Fig. 1: where the registers sit
Other sequential cells in the stronger gray, the rest of the logic in the fainter gray.
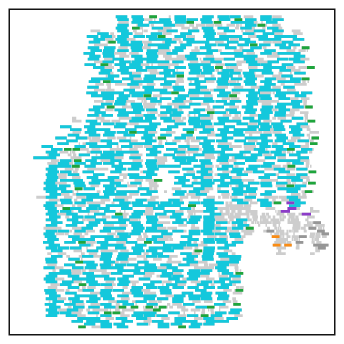
Fig. 2: clock wiring as the flow saved it
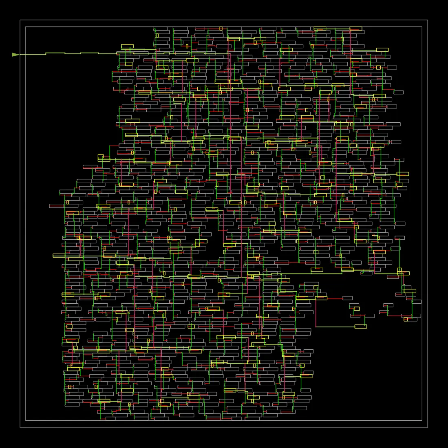
## config.mk

```make
export PLATFORM = sky130hd
export DESIGN_NAME = burst_ram
export DESIGN_NICKNAME = d
export VERILOG_FILES = /design/src/rtl/burst_ram.sv
export SDC_FILE = /design/constraint.sdc
export NUM_CORES = 1
export LEC_CHECK = 0
export CAP_MARGIN = 20
export CORE_MARGIN = 4
export CORE_UTILIZATION = 45
export CTS_CLUSTER_DIAMETER = 50
export DETAILED_ROUTE_END_ITERATION = 8
export DONT_BUFFER_PORTS = 1
export HOLD_SLACK_MARGIN = 0.02
export PLACE_DENSITY = 0.65
export SLEW_MARGIN = 20
export SYNTH_ARGS = -nofsm -noshare
export SYNTH_HDL_FRONTEND = slang
export SYNTH_SLANG_ARGS = --single-unit
```

## constraint.sdc

```tcl
create_clock -name clk -period 6.4 [get_ports clk]
set_input_delay 1.6 -clock clk [delete_from_list [all_inputs] [get_ports clk]]
set_output_delay 1.6 -clock clk [all_outputs]
set_load 0.1 [all_outputs]
```

## src/rtl/burst_ram.sv

```systemverilog
// burst_ram: block-RAM stand-in for the PSRAM HS IP with calibration delay,
// fixed-latency 4-beat read bursts and 4-beat write bursts.
module burst_ram #(
    parameter int DEPTH_BITWIDTH = 4,
    parameter int BURST_COUNT = 4,
    parameter int CYCLES_BEFORE_DATA_VALID = 6,
    parameter int CYCLES_BEFORE_INITIATED = 10
) (
    input  logic                      clk,
    input  logic                      rst,
    input  logic                      cmd,
    input  logic                      cmd_en,
    input  logic [DEPTH_BITWIDTH-1:0] addr,
    input  logic [63:0]               wr_data,
    input  logic [7:0]                data_mask,
    output logic [63:0]               rd_data,
    output logic                      rd_data_valid,
    output logic                      init_calib,
    output logic                      busy
);
    localparam int DW = DEPTH_BITWIDTH;
    localparam int N = CYCLES_BEFORE_INITIATED;
    localparam int L = CYCLES_BEFORE_DATA_VALID;
    localparam int CW = $clog2(((N > L) ? N : L) + 1);
    localparam logic [2:0] LAST_BEAT = 3'(BURST_COUNT);
    typedef enum logic [2:0] {INIT, IDLE, READ_WAIT, READ_BURST, WRITE_BURST} state_t;
    state_t state, state_n;
    logic [CW-1:0] cnt, cnt_n;
    logic [DW-1:0] baddr, baddr_n, waddr;
    logic [2:0] beat, beat_n;
    logic valid_n, calib_n, busy_n, we, re;
    logic [63:0] mem [2**DW];
    logic unused_mask;
    assign unused_mask = ^data_mask;
    always_comb begin
        state_n = state;
        cnt_n = cnt;
        baddr_n = baddr;
        beat_n = beat;
        valid_n = rd_data_valid;
        calib_n = init_calib;
        busy_n = busy;
        we = 1'b0;
        re = 1'b0;
        waddr = baddr;
        case (state)
            INIT: begin
                cnt_n = cnt - CW'(1);
                if (cnt == CW'(1)) begin
                    state_n = IDLE;
                    calib_n = 1'b1;
                    busy_n = 1'b0;
                end
            end
            IDLE: if (cmd_en) begin
                busy_n = 1'b1;
                if (cmd) begin
                    we = 1'b1;
                    waddr = addr;
                    baddr_n = addr + DW'(1);
                    beat_n = 3'd1;
                    state_n = WRITE_BURST;
                end else begin
                    baddr_n = addr;
                    cnt_n = CW'(L - 1);
                    state_n = READ_WAIT;
                end
            end
            // leave one edge early so beat 0 lands exactly on edge A+L
            READ_WAIT: begin
                cnt_n = cnt - CW'(1);
                beat_n = 3'd0;
                if (cnt == CW'(1)) state_n = READ_BURST;
            end
            READ_BURST: begin
                if (beat == LAST_BEAT) begin
                    valid_n = 1'b0;
                    busy_n = 1'b0;
                    state_n = IDLE;
                end else begin
                    re = 1'b1;
                    valid_n = 1'b1;
                    baddr_n = baddr + DW'(1);
                    beat_n = beat + 3'd1;
                end
            end
            WRITE_BURST: begin
                we = 1'b1;
                baddr_n = baddr + DW'(1);
                beat_n = beat + 3'd1;
                if (beat == LAST_BEAT - 3'd1) begin
                    busy_n = 1'b0;
                    state_n = IDLE;
                end
            end
            default: state_n = INIT;
        endcase
    end
    always_ff @(posedge clk) begin
        if (rst) begin
            state <= INIT;
            cnt <= CW'(N);
            baddr <= '0;
            beat <= '0;
            rd_data_valid <= 1'b0;
            init_calib <= 1'b0;
            busy <= 1'b1;
        end else begin
            state <= state_n;
            cnt <= cnt_n;
            baddr <= baddr_n;
            beat <= beat_n;
            rd_data_valid <= valid_n;
            init_calib <= calib_n;
            busy <= busy_n;
        end
    end
    // RAM contents survive reset; only the write in progress at the reset edge is dropped
    always_ff @(posedge clk) begin
        if (we && !rst) mem[waddr] <= wr_data;
    end
    always_ff @(posedge clk) begin
        if (rst) rd_data <= '0;
        else if (re) rd_data <= mem[baddr];
    end
endmodule

```

==> results_dict.tcl <==
# implementation run metrics
set metrics [dict create \
    place_area_mm2 0.04341 \
    required_ns 6.91 \
    rsz0062_at_grt "no" \
    synth.largest_area_cell "edfxtp_1" \
    slew_viol_final 0 \
    p_comb_mw 0.0963 \
    min_period_ns 3.607 \
    switching_power_mw 2.823 \
    dp_hpwl_um 44960 \
    hold_path.class "reg2reg" \
    maxPowerGroup "sequential cells" \
    warning_count 39 \
    ys_area_mm2 0.04173 \
    seq_area_frac 0.6874 \
    coreArea_mm2 0.09180 \
    final_nets 2028 \
    cts_resized 0 \
    critical_path.max_stage_delay_ns 0.97 \
    comb_cells 661 \
    cts_tree "done" \
    criticalPathCategory "reg2reg" \
    grt_pass1_vias 19920 \
    period_used_share 0.5636 \
    drc 0 \
    fillCellCount 7006 \
    layout.cells.non_filler 3284 \
    worst_slack_ns 2.793 \
    tap_cells 1243 \
    final_hold_viol_count 0 \
    flop_cell "edfxtp_1" \
    num_antenna_cells 0 \
    crit_buf_inv 2 \
    wl_per_cell_um 26.83 \
    synth-async-reset-ratio 0 \
    nonClkBufAreaFrac 0.01038 \
    setup_viol 0 \
    die_h_um 312.5 \
    lay_top_count "edfxtp_1" \
    seqCellArea_mm2 0.03239 \
    status "completed" \
    nonClockInverterCount 11 \
    edf_count 1024 \
    port_buffers 0 \
    drv_cap 0 \
    endpoint_kind "register" \
    critPathArrivalTime_ns 4.12 \
    grt_max_degree 107 \
    crit_family "buffers and inverters" \
    ys_cells 1883 \
    comb_power_share 0.007 \
    logic_area_mm2 0.008945 \
    final_area_mm2 0.04712 \
    ios 147 \
    comb_area_frac 0.1899 \
    cts.path.max_buffers 3 \
    dp_slack_ns 2.209 \
    p_int_mw 11.54 \
    globalRouteTotalUtil 0.1816 \
    clock_skew_ns 0.04451 \
    power.total_mw 14.36 \
]
Notes on Fig. 1 above:
mem -> cyan  # placed flops 1024
beat -> orange  # placed flops 3
rd_data -> green  # placed flops 64, where all over the die
baddr -> purple  # placed flops 4
not colored = 10
Final Util: 0.5132
P_seq: 7.90 mW

Notes on Fig. 2 above:
total CTS buffers: 114
Insertion Delay late pin: 0.70 ns
Clock Power: 6.37 mW
CTS sink count: 1105

==> cells by family (layout without fill, tap and decap cells) <==
logic type                 after synthesis  count (layout)  share of synthesized area
AOI/OAI and AO/OA                      124             124                    0.02297
xor gates and xnor gates                 4               4                  0.0008397
adders and majority gates                7               7                   0.002099
buffers and inverters                  117             275                    0.01307
DFF                                   1105            1105                     0.7757
muxes                                  387             387                     0.1696
and+or+nand+nor                        139             139                    0.01574
==> sequential cells by signal, summed over array words and instances (netlist names) <==
register	count
mem	1024
cnt	4
rd_data_valid	1
busy	1
beat	3
state	3
init_calib	1
rd_data	64
baddr	4
==> worst paths after layout <==
check                                           start                       end  slack (ns)  cells after the start
worst max-delay path            baddr[1]$_SDFFE_PP0P_  rd_data[22]$_SDFFE_PP0P_        2.79                      5
worst min-delay path             beat[1]$_SDFFE_PP0P_      beat[1]$_SDFFE_PP0P_        0.50                      2
worst max register to register  baddr[1]$_SDFFE_PP0P_  rd_data[22]$_SDFFE_PP0P_        2.79                      5
worst min register to register   beat[1]$_SDFFE_PP0P_      beat[1]$_SDFFE_PP0P_        0.50                      2
==> cell usage after synthesis (all sizes together), types with 6 or more instances <==
library cell / instances
a21oi: 22
buf: 72
clkbuf: 34
dfxtp: 81
edfxtp: 1024
ha: 7
inv: 11
mux2i: 131
mux4: 256
nand2: 72
nand2b: 6
nor2: 28
nor3: 10
o21ai: 9
o221ai: 65
==> worst register-to-register path, stage by stage (launching register included) <==
cell and delay [ns]:
dfxtp_4 0.97, buf_4 0.73, buf_4 0.81, mux4_2 0.44, mux2i_1 0.30, o221ai_1 0.17
==> metal layers <==
metal,share of wire,wire [µm],up-vias,track usage
met2,0.49,42920,618,0.2937
met5,0,0,-,0
met4,0.019,1698,0,0.04590
li1,-,-,8059,-
met1,0.41,36520,10230,0.2506
met3,0.079,6980,124,0.04522
Power figures rest on the tool's default switching activity, not on a simulated workload.
